<file path="src/rtl/aes_pkg.sv">
// Shared AES types, constants and the xtime helper used by the key schedule
// and the S-box.
package aes_pkg;

    typedef logic [7:0]  aes_byte_t;
    typedef logic [31:0] aes_word_t;

    localparam aes_byte_t  RCON_INIT  = 8'h01;
    localparam logic [3:0] LAST_ROUND = 4'd10;

    typedef enum logic {
        IDLE   = 1'b0,
        ACTIVE = 1'b1
    } key_state_t;

    // Multiply by x in GF(2^8) modulo x^8+x^4+x^3+x+1.
    function automatic aes_byte_t xtime(input aes_byte_t b);
        return {b[6:0], 1'b0} ^ (b[7] ? 8'h1b : 8'h00);
    endfunction

endpackage

</file>
<file path="src/rtl/aes_sbox.sv">
// Combinational forward AES S-box: multiplicative inverse in GF(2^8)
// followed by the affine transform. Shared with the SubBytes stage.
module aes_sbox
    import aes_pkg::*;
(
    input  aes_byte_t a,
    output aes_byte_t s
);

    function automatic aes_byte_t gf_mul(input aes_byte_t x, input aes_byte_t y);
        aes_byte_t p;
        aes_byte_t m;
        p = 8'h00;
        m = x;
        for (int i = 0; i < 8; i++) begin
            if (y[i]) p = p ^ m;
            m = xtime(m);
        end
        return p;
    endfunction

    // x^254 == x^-1 for nonzero x, and maps 0 to 0 as the S-box requires.
    function automatic aes_byte_t gf_inv(input aes_byte_t x);
        aes_byte_t r;
        aes_byte_t q;
        r = 8'h01;
        q = x;
        for (int i = 1; i < 8; i++) begin
            q = gf_mul(q, q);
            r = gf_mul(r, q);
        end
        return r;
    endfunction

    function automatic aes_byte_t affine(input aes_byte_t b);
        return b ^ {b[6:0], b[7]} ^ {b[5:0], b[7:6]} ^ {b[4:0], b[7:5]}
                 ^ {b[3:0], b[7:4]} ^ 8'h63;
    endfunction

    assign s = affine(gf_inv(a));

endmodule

</file>
<file path="src/rtl/aes_key_expand_seq.sv">
// Iterative AES-128 key schedule: emits round keys 0..NR, one per accepted
// transfer. Define AES_KEY_REPLAY_EN to enable restarting from a cached key.
module aes_key_expand_seq
    import aes_pkg::*;
#(
    parameter int NR = 10
) (
    input  logic         clk,
    input  logic         rst_n,
    input  logic [127:0] key_in,
    input  logic         key_valid,
    output logic         key_ready,
    output logic [7:0]   K0,
    output logic [7:0]   K1,
    output logic [7:0]   K2,
    output logic [7:0]   K3,
    output logic [7:0]   K4,
    output logic [7:0]   K5,
    output logic [7:0]   K6,
    output logic [7:0]   K7,
    output logic [7:0]   K8,
    output logic [7:0]   K9,
    output logic [7:0]   KA,
    output logic [7:0]   KB,
    output logic [7:0]   KC,
    output logic [7:0]   KD,
    output logic [7:0]   KE,
    output logic [7:0]   KF,
    output logic [3:0]   rk_round,
    output logic         rk_valid,
    input  logic         rk_ready,
    input  logic         replay
);

    localparam logic [3:0] LAST = 4'(NR);

    key_state_t   state_reg;
    logic [127:0] key_reg;
    logic [127:0] key_next;
    logic [3:0]   round_reg;
    aes_byte_t    rcon_reg;
    logic         key_ready_reg;
    logic         rk_valid_reg;

    aes_word_t w0, w1, w2, w3;
    aes_word_t rot_word;
    aes_word_t sub_word;
    aes_word_t t_word;
    aes_word_t n0, n1, n2, n3;

    assign w0 = key_reg[127:96];
    assign w1 = key_reg[95:64];
    assign w2 = key_reg[63:32];
    assign w3 = key_reg[31:0];
    assign rot_word = {w3[23:0], w3[31:24]};

    generate
        for (genvar gi = 0; gi < 4; gi++) begin : g_sbox
            aes_sbox u_sbox (
                .a (rot_word[31-8*gi -: 8]),
                .s (sub_word[31-8*gi -: 8])
            );
        end
    endgenerate

    assign t_word   = sub_word ^ {rcon_reg, 24'h000000};
    assign n0       = w0 ^ t_word;
    assign n1       = w1 ^ n0;
    assign n2       = w2 ^ n1;
    assign n3       = w3 ^ n2;
    assign key_next = {n0, n1, n2, n3};

`ifdef AES_KEY_REPLAY_EN
    logic [127:0] cache_reg;

    always_ff @(posedge clk) begin
        if (!rst_n)
            cache_reg <= '0;
        else if (!replay && state_reg == IDLE && key_valid)
            cache_reg <= key_in;
    end
`else
    logic unused_replay;
    assign unused_replay = replay;
`endif

    always_ff @(posedge clk) begin
        if (!rst_n) begin
            state_reg     <= IDLE;
            key_reg       <= '0;
            round_reg     <= 4'd0;
            rcon_reg      <= RCON_INIT;
            key_ready_reg <= 1'b1;
            rk_valid_reg  <= 1'b0;
        end else
`ifdef AES_KEY_REPLAY_EN
        // Replay outranks both a pending transfer and a new key.
        if (replay) begin
            state_reg     <= ACTIVE;
            key_reg       <= cache_reg;
            round_reg     <= 4'd0;
            rcon_reg      <= RCON_INIT;
            key_ready_reg <= 1'b0;
            rk_valid_reg  <= 1'b1;
        end else
`endif
        begin
            case (state_reg)
                IDLE: begin
                    if (key_valid) begin
                        state_reg     <= ACTIVE;
                        key_reg       <= key_in;
                        round_reg     <= 4'd0;
                        rcon_reg      <= RCON_INIT;
                        key_ready_reg <= 1'b0;
                        rk_valid_reg  <= 1'b1;
                    end
                end
                ACTIVE: begin
                    if (rk_ready) begin
                        if (round_reg == LAST) begin
                            // Last key stays visible on the outputs after the hand-off.
                            state_reg     <= IDLE;
                            key_ready_reg <= 1'b1;
                            rk_valid_reg  <= 1'b0;
                        end else begin
                            key_reg   <= key_next;
                            round_reg <= round_reg + 4'd1;
                            rcon_reg  <= xtime(rcon_reg);
                        end
                    end
                end
                default: begin
                    state_reg     <= IDLE;
                    key_ready_reg <= 1'b1;
                    rk_valid_reg  <= 1'b0;
                end
            endcase
        end
    end

    assign key_ready = key_ready_reg;
    assign rk_valid  = rk_valid_reg;
    assign rk_round  = round_reg;

    assign K0 = key_reg[127:120];
    assign K1 = key_reg[119:112];
    assign K2 = key_reg[111:104];
    assign K3 = key_reg[103:96];
    assign K4 = key_reg[95:88];
    assign K5 = key_reg[87:80];
    assign K6 = key_reg[79:72];
    assign K7 = key_reg[71:64];
    assign K8 = key_reg[63:56];
    assign K9 = key_reg[55:48];
    assign KA = key_reg[47:40];
    assign KB = key_reg[39:32];
    assign KC = key_reg[31:24];
    assign KD = key_reg[23:16];
    assign KE = key_reg[15:8];
    assign KF = key_reg[7:0];

endmodule

</file>
<file path="config.mk">
export PLATFORM = sky130hd
export DESIGN_NAME = aes_key_expand_seq
export DESIGN_NICKNAME = d
export VERILOG_FILES = /design/src/rtl/aes_pkg.sv /design/src/rtl/aes_sbox.sv /design/src/rtl/aes_key_expand_seq.sv
export SDC_FILE = /design/constraint.sdc
export NUM_CORES = 2
export LEC_CHECK = 0
export CORE_UTILIZATION = 53
export DETAILED_ROUTE_END_ITERATION = 8
export GPL_ROUTABILITY_DRIVEN = 0
export GPL_TIMING_DRIVEN = 0
export PLACE_DENSITY = 0.67
export REMOVE_ABC_BUFFERS = 1
export SYNTH_ARGS = -nofsm -noshare
export SYNTH_HDL_FRONTEND = slang
export SYNTH_SLANG_ARGS = --single-unit
</file>
<file path="constraint.sdc">
create_clock -name clk -period 21.4 [get_ports clk]
set_clock_uncertainty 0.2 [all_clocks]
set_input_delay 4.28 -clock clk [delete_from_list [all_inputs] [get_ports clk]]
set_output_delay 4.28 -clock clk [all_outputs]
set_load 0.1 [all_outputs]
</file>
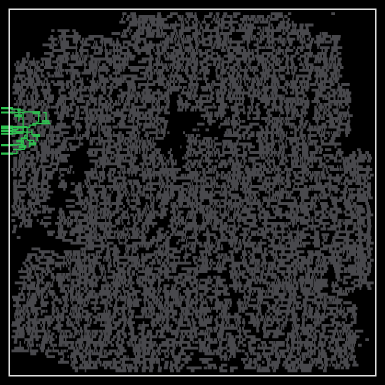
(images/port_trees.png)
- `K3`: green (bits 8; direction output; edge left; end cells 8; wire 334 um)
top-level port count: 267
Port-buffer cells: 265

==> Table 3: Implementation characteristics <==
Table: implementation figures

Parameter                              Value

Setup path
  Critical path buffer and inverter count .................. 4
  Data required time of the critical path .................. between 20 and 25 ns
  Worst path arrival time .................. between 20 and 25 ns
  Worst path max stage delay .................. between 0.9 and 1 ns
  Endpoint class of the critical path .................. register
  Worst-path fanout max .................. 25
  Category of the critical setup timing path .................. reg2reg
  Most frequent cell on the critical path .................. sky130_fd_sc_hd__xnor2_1
  Capture point of the worst path .................. key_reg[8]
  CP top delay family .................. XOR/XNOR gates

Finish
  Growth of design area from synthesis to finish .................. 8.78%
  Clk tree area frac .................. less than 1%
  Final core occ .................. 58.2%
  Diode count .................. 3
  Area taken by flip-flops and latches .................. ~2900 um2
  Cell area after layout .................. around 70,000 um2
  Flop count .................. approximately 140
  Combined area of the multi-input logic cells .................. approximately 60,000 um2

Logic synthesis
  Synthesis-stage register bit count .................. ~140
  Most instantiated library cell after synthesis .................. sky130_fd_sc_hd__xnor2_1
  Post-synthesis area per instance .................. around 7.3 um2
  Leading post-synthesis cells by instance count .................. sky130_fd_sc_hd__xnor2_1, sky130_fd_sc_hd__nor2_1, sky130_fd_sc_hd__nand2_1, sky130_fd_sc_hd__xor2_1, sky130_fd_sc_hd__a21oi_1
  Share of synthesized area spent on multiplexers .................. 4.85%
  Post-synth top area share .................. 23.9%

Timing
  Worst path setup slack after routing .................. 0.988 ns
  Worst slew pin tran .................. approximately 1.5 ns
  RSZ-0062 raised after global routing .................. false
  Final hold viol count .................. 0
  Count of final setup violators .................. 0
  Final worst-path cycle share .................. 95.4%

Route
  DRT met1 WL .................. 92,500 um
  Routed Wire Length .................. roughly 210,000 um
  Wire per inst .................. just over 20 um

Clock network
  Count of instances resized after the clock tree is built .................. 12
  CTS max path bufs .................. 2
  H-tree depth .................. 4
  Clock root cell .................. sky130_fd_sc_hd__clkbuf_16
  Post-cts hold buffer count .................. 0

Global route
  First-pass GRT wire length .................. about 330,000 um
  Layer with the highest usage .................. met2
  Met3 capacity usage during global routing .................. 6.07%
  Met1 Track Usage GR .................. between 40% and 50%
  Initial antenna violation count .................. 8
  Maximum number of pins on one net before global-route repair .................. between 70 and 80
  Global-route met2 utilization .................. between 50% and 60%

Run status
  Outcome .................. finished clean

Job
  Total number of warnings across the stage logs .................. 27

Placement
  Post-placement setup slack .................. -1.23 ns
  DP HPWL .................. 155,000 um

Floorplan
  Number of standard-cell rows in the floorplan .................. roughly 130
  Core utilization at floorplan .................. 53.5%

Worst hold path
  Hold path depth .................. 1
  Type of the tightest min-delay check .................. reg2reg
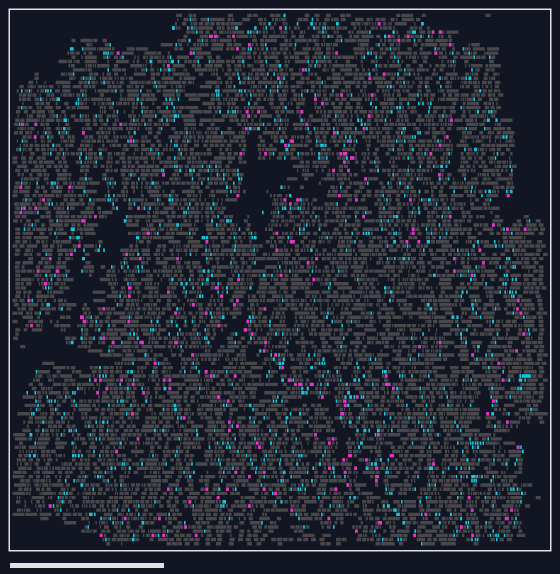
(images/gates.png)
Scale bar: 100 um.
- and/or cells: magenta (cells 238; most used and2_1; where widely spread)
- nand cells: cyan (cells 1,117; most used nand2_1; where widely spread)
number of standard cells in the final layout excluding fillers: 10,200
Commonest Layout Cell: sky130_fd_sc_hd__xnor2_1
fraction of area in multi-input gates: 85.6%

